### Floorplan with the power grid, run 1

Pins as bars on the die edge. Tap cells in grey.
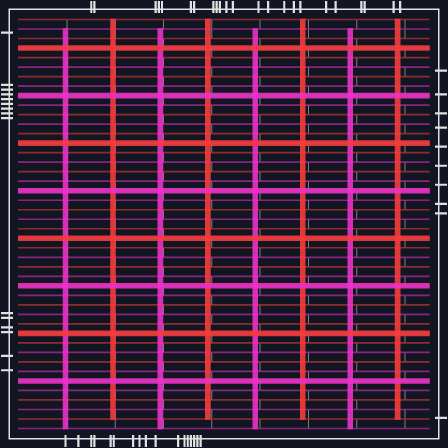
### Cell classes on the final placement, run 1

Scale bar: 20 um.
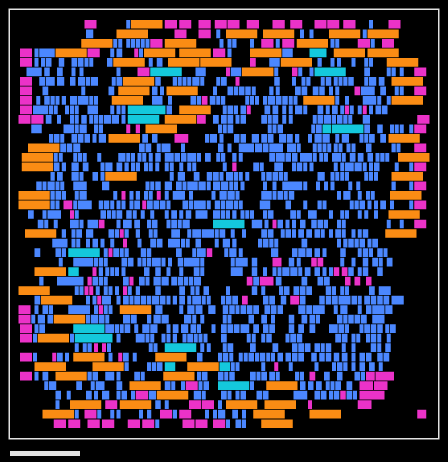
### Where the registers sit, run 1

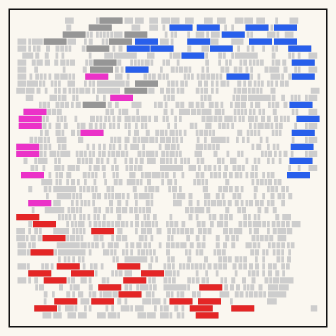
Design float_to_fixed_stream, sky130hd; sources not shown.
==> results.toml, run 1 <==
# yosys + openroad results
[place]
placed_cell_area_um2 = 7890
gp_congestion = 1.10
port-buffer-count = 64
dpl.hpwl_um = 18600

[power_and_ir_drop]
total_power_mw = 1.59
leakagePower_nw = 3.99
power.density_nw_per_um2 = 193

[detailed_routing]
routed_wl_um = 23900
drt_iter0_markers = 1181
wl_per_cell_um = 16.6
first_pass_iters = 7
drcViolationCount = 0
vias = 8480
postRouteAntennaNets = 0
via_per_inst = 5.88

[grt]
grt_overflow = 0
grt_pass1_wl_um = 38300
grt_pass1_vias = 7550
grt_use_total = 0.329
grt_start_max_net_pins = 40
antenna_found_initial = 0

[yosys]
ys_ff = 69
ys_cells = 1180
edf_count = 0
yosysWarnings = 0
avgSynthCellArea_um2 = 5.94
ys_types = 51
syn_nets = 1222
syn_inst = 1180
netlist_area_um2 = 7010
ff_type = "dfrtp_1"
yosys-stat-area_um2 = 7010
yosysSeqAreaShare = 0.246
async_reset_ff_frac = 1.00

[sta]
tightest_slew_ns = 0.811
finClkSkew_ns = 0.00899
setup_viol = 0
min_period_ns = 6.58
finalHoldViolations = 0
finalMaxSlewViolations = 0
hold_slack_ns = 0.449
finalCritPeriodShare = 0.760
rsz0062_at_grt = "false"
fmax_mhz = 152
relSlewSlack = 0.457
setup_tns_ns = 0

[setup_path]
required_ns = 6.92
arrival_ns = 4.85
crit_path_end_kind = "primary output"
cpMaxStageDelayCell = "nor2_1"
cp_max_fo = 10
crit_path_start_kind = "input pin"
reg2regPathDepth = 24
slowest_delay_ns = 0.64
crit_chain = "clkdlybuf4s50_1, nor2_1, clkbuf_1, inv_1, nor2_1, clkinv_1, clkbuf_1, clkdlybuf4s50_1"
reg2reg_slack_ns = 3.95
crit_type = "input pin to primary output"

[clock_tree]
cts_resized = 0
clk_path_buf_depth = 2
holdBufCountCts = 0
tritoncts = "done"
cts_sinks = 69
insertion_delay_ns = 0.36
h-tree-depth = 3
post_cts_buffers = 0
clkTransAtPathRegs_ns = 0.06
root_buffer = "clkbuf_16"
cts_buffers = 9

[floorplanning]
fp_util = 0.509
pin_count = 65
die_area_um2 = 15000

[job]
warnings = 28
cap_viol_max_count = 0

[status]
status = "finished clean"

[cells_and_area]
mostFrequentLayoutCells = "nand2_1, nand3_1, inv_1"
lay_top_count = "nand2_1"
largest_reg_flops = 24
drive_gt1_frac = 0.0872
areaGrowthSynthToFinish_pct = 17.4
nNetsFinal = 1298
antenna_cells = 0

[hold_path]
hold_depth = 2
hold_path.class = "register to register"
Back to the opening pictures, 'Floorplan with the power grid':
colour	net
magenta	VSS
red	VDD
met4 straps	8
tap cells	180
met1 rails	44
met5 straps	8
rows	43
core area: 13800 um2
Die Y: 122 um
chip width: 122 um
worst vdd ir: 0.122 mV

Back to the opening pictures, 'Cell classes on the final placement':
colour	class	cells	share of their area
cyan	clock drivers and dummy loads	16	4.2%
blue	all other logic	1052	62%
orange	flip-flops	69	22%
magenta	other buffers and delay cells	124	12%
num rows: 43
Seq area share: 0.210
fin area: 8230 um2

Back to the opening pictures, 'Where the registers sit':
colour	name in the netlist	placed flops
red	r_s1_man	23
blue	out_fixed	24
magenta	r_s1_sh	10
not coloured	12
FF/Latch Area: 1730 um2
final core utilization: 0.597

run 1: through the flow:
stage	setup WS, ns	instances	utilization
finish	2.07	1441	0.597
global route	1.93	1441	0.597
CTS	2.13	1441	0.597
detailed placement	2.16	1425	0.573
global placement	2.13	1424	0.572
floorplan	3.93	1180	-
run 1: report_power, final:
part | internal (mW) | switching, mW | total [mW]
combinational | 0.268 | 0.486 | 0.754
clock | 0.263 | 0.154 | 0.417
sequential | 0.373 | 0.0420 | 0.415
run 1: per-layer routing:
metal | wire length, um | GRT usage | vias up
met3 | 2370 | 0.0678 | 79
met5 | 0 | 0 | -
met2 | 10300 | 0.485 | 473
li1 | - | - | 4066
met1 | 10300 | 0.463 | 3862
met4 | 911 | 0.149 | 0
run 1: logic make-up after synthesis:
kind of cell / synth area share
and+or+nand+nor: 0.469
AOI/OAI and AO/OA: 0.153
buffers and inverters: 0.108
DFF: 0.246
adders and majority gates: 0.0107
xor gates and xnor gates: 0.00625
muxes: 0.00714
run 1: layout make-up:
cell class              instances  area [um2]
multi-input cells             933        4530
plain buffers                  59         310
clock inverters                 6        93.8
well taps                     180         225
flip-flops and latches         69        1730
fillers                      1390        5550
clock buffers                  10         239
inverters                     119         447
repair buffers                 65         658
run 1: critical path: cells and delay by family:
| family | cells | cell delay, ns |
|---|---|---|
| buffers and inverters | 6 | 2.33 |
| AND/OR/NAND/NOR | 2 | 0.77 |
run 1: synth_stat cells (all sizes together) (4+ instances only):
cell type / instances / share of area
inv: 117 / 0.063
mux2i: 5 / 0.0071
nand4: 21 / 0.021
buf: 34 / 0.031
o211ai: 8 / 0.0086
nand3b: 4 / 0.0043
xor2: 4 / 0.0050
o21ai: 111 / 0.079
nand2: 386 / 0.21
a22oi: 4 / 0.0043
a21oi: 35 / 0.028
clkbuf: 25 / 0.013
o22ai: 17 / 0.015
nor2: 90 / 0.056
a22o: 4 / 0.0050
ha: 6 / 0.011
nor3: 13 / 0.012
nand3: 195 / 0.15
dfrtp: 69 / 0.25
or2: 11 / 0.0098
==> run 2, diff against run 1 <==
clock period = 6.5 ns   (was 8.65 ns; I/O delays follow)
### Floorplan with the power grid, run 2

Pins as bars on the die edge. Tap cells in grey.
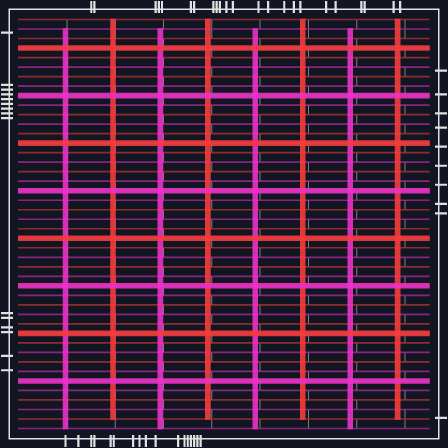
colour	net
magenta	VSS
red	VDD
met4 straps	8
met5 straps	8
signal pins	65
rows	43
tap cells	180
worst vdd ir: 0.163 mV

==> results.toml, run 2 <==
# yosys + openroad results
[clock_tree]
cts_resized = 0
holdBufCountCts = 0
post_cts_buffers = 0
insertion_delay_ns = 0.36
tritoncts = "done"
clkTransAtPathRegs_ns = 0.06
h-tree-depth = 3
clk_path_buf_depth = 2
cts_buffers = 9

[yosys]
synth.area.top_cells = "dfrtp_1, nand2_1, nand3_1"
top_cells_by_count = "nand2_1, nand3_1, inv_1"
yosysSeqAreaShare = 0.246
edf_count = 0
netlist_area_um2 = 7010
ff_type = "dfrtp_1"
yosysWarnings = 0
ys_ff = 69
ys_cells = 1180
syn_nets = 1222
ys_types = 51
yosys-stat-area_um2 = 7010
async_reset_ff_frac = 1.00

[status]
status = "finished clean"

[place]
gp_congestion = 1.10
dpl.hpwl_um = 18600
dp_slack_ns = 0.866
placed_cell_area_um2 = 7890
port-buffer-count = 64

[sta]
fin_ws_ns = 0.784
setup_tns_ns = 0
finClkSkew_ns = 0.00899
tightest_slew_ns = 0.811
fmax_mhz = 175
relSlewSlack = 0.457
finalMaxSlewViolations = 0

[detailed_routing]
postRouteAntennaNets = 0
via_per_inst = 5.88
wl_per_cell_um = 16.6
first_pass_iters = 7
routed_wl_um = 23900
vias = 8480
drcViolationCount = 0

[grt]
grt_pass1_wl_um = 38300
antenna_found_initial = 0
grt_start_max_net_pins = 40
grt_use_total = 0.329
grt_overflow = 0

[cells_and_area]
drive_gt1_frac = 0.0872
mostFrequentLayoutCells = "nand2_1, nand3_1, inv_1"
areaGrowthSynthToFinish_pct = 17.4
antenna_cells = 0
final_area_um2 = 8230
nNetsFinal = 1298

[power_and_ir_drop]
leakagePower_nw = 3.99

[floorplanning]
fp_util = 0.509
fp-row-count = 43
fp.dieH_um = 122
die_width_um = 122

[setup_path]
reg2reg_slack_ns = 1.80
cp_max_fo = 10
reg2regPathDepth = 24
crit_path_start_kind = "input pin"

[hold_path]
hold_depth = 2
hold_path.class = "register to register"

[job]
warnings = 28
### Where the registers sit, run 2

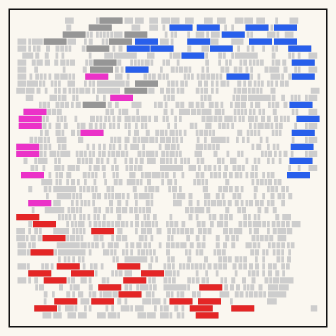
colour	name in the netlist	placed flops
red	r_s1_man	23
blue	out_fixed	24
magenta	r_s1_sh	10
Sequential Power: 0.552 mW

run 2: cell type report:
cell class | instances | area (um2) | share of cell area
Clock inverter | 6 | 93.8 | 0.0114
Tap cell | 180 | 225 | 0.0274
Inverter | 119 | 447 | 0.0543
Sequential cell | 69 | 1730 | 0.210
Clock buffer | 10 | 239 | 0.0291
Multi-Input combinational cell | 933 | 4530 | 0.550
Buffer | 59 | 310 | 0.0377
Timing Repair Buffer | 65 | 658 | 0.0800
run 2: power breakdown:
part           switching [mW]  internal, mW  total [mW]  leakage, nW
clock                   0.206         0.349       0.555        0.160
sequential             0.0559         0.496       0.552        0.835
combinational           0.646         0.357        1.00         2.99
total                   0.908          1.20        2.11         3.99
run 2: worst max-delay path: stages:
cell,delay (ns)
clkdlybuf4s50_1,0.41
nor2_1,0.13
clkbuf_1,0.36
inv_1,0.13
nor2_1,0.64
clkinv_1,0.45
clkbuf_1,0.40
clkdlybuf4s50_1,0.58
run 2: metal layers:
layer / global-route usage / vias up / share of wire / routed length, um
met3: 0.0678 / 79 / 0.099 / 2370
met2: 0.485 / 473 / 0.43 / 10300
met1: 0.463 / 3862 / 0.43 / 10300
met4: 0.149 / 0 / 0.038 / 911
li1: - / 4066 / - / -
met5: 0 / - / 0 / 0
run 2: logic make-up after synthesis:
| family | synth area share |
|---|---|
| simple gates | 0.469 |
| compound gates | 0.153 |
| buf+inv | 0.108 |
| flops | 0.246 |
| fa+ha+maj | 0.0107 |
| xor+xnor | 0.00625 |
| mux | 0.00714 |
run 2: per-stage QoR:
step,hold slack [ns],power [mW],util,cells
6_report,0.449,2.11,0.597,1441
5_1_grt,0.468,2.25,0.597,1441
4_1_cts,0.449,2.09,0.597,1441
3_5_place_dp,0.434,1.53,0.573,1425
3_3_place_gp,0.428,1.52,0.572,1424
2_1_floorplan,0.423,1.21,-,1180
No activity file was given, so power comes from the tool's default toggle rates.
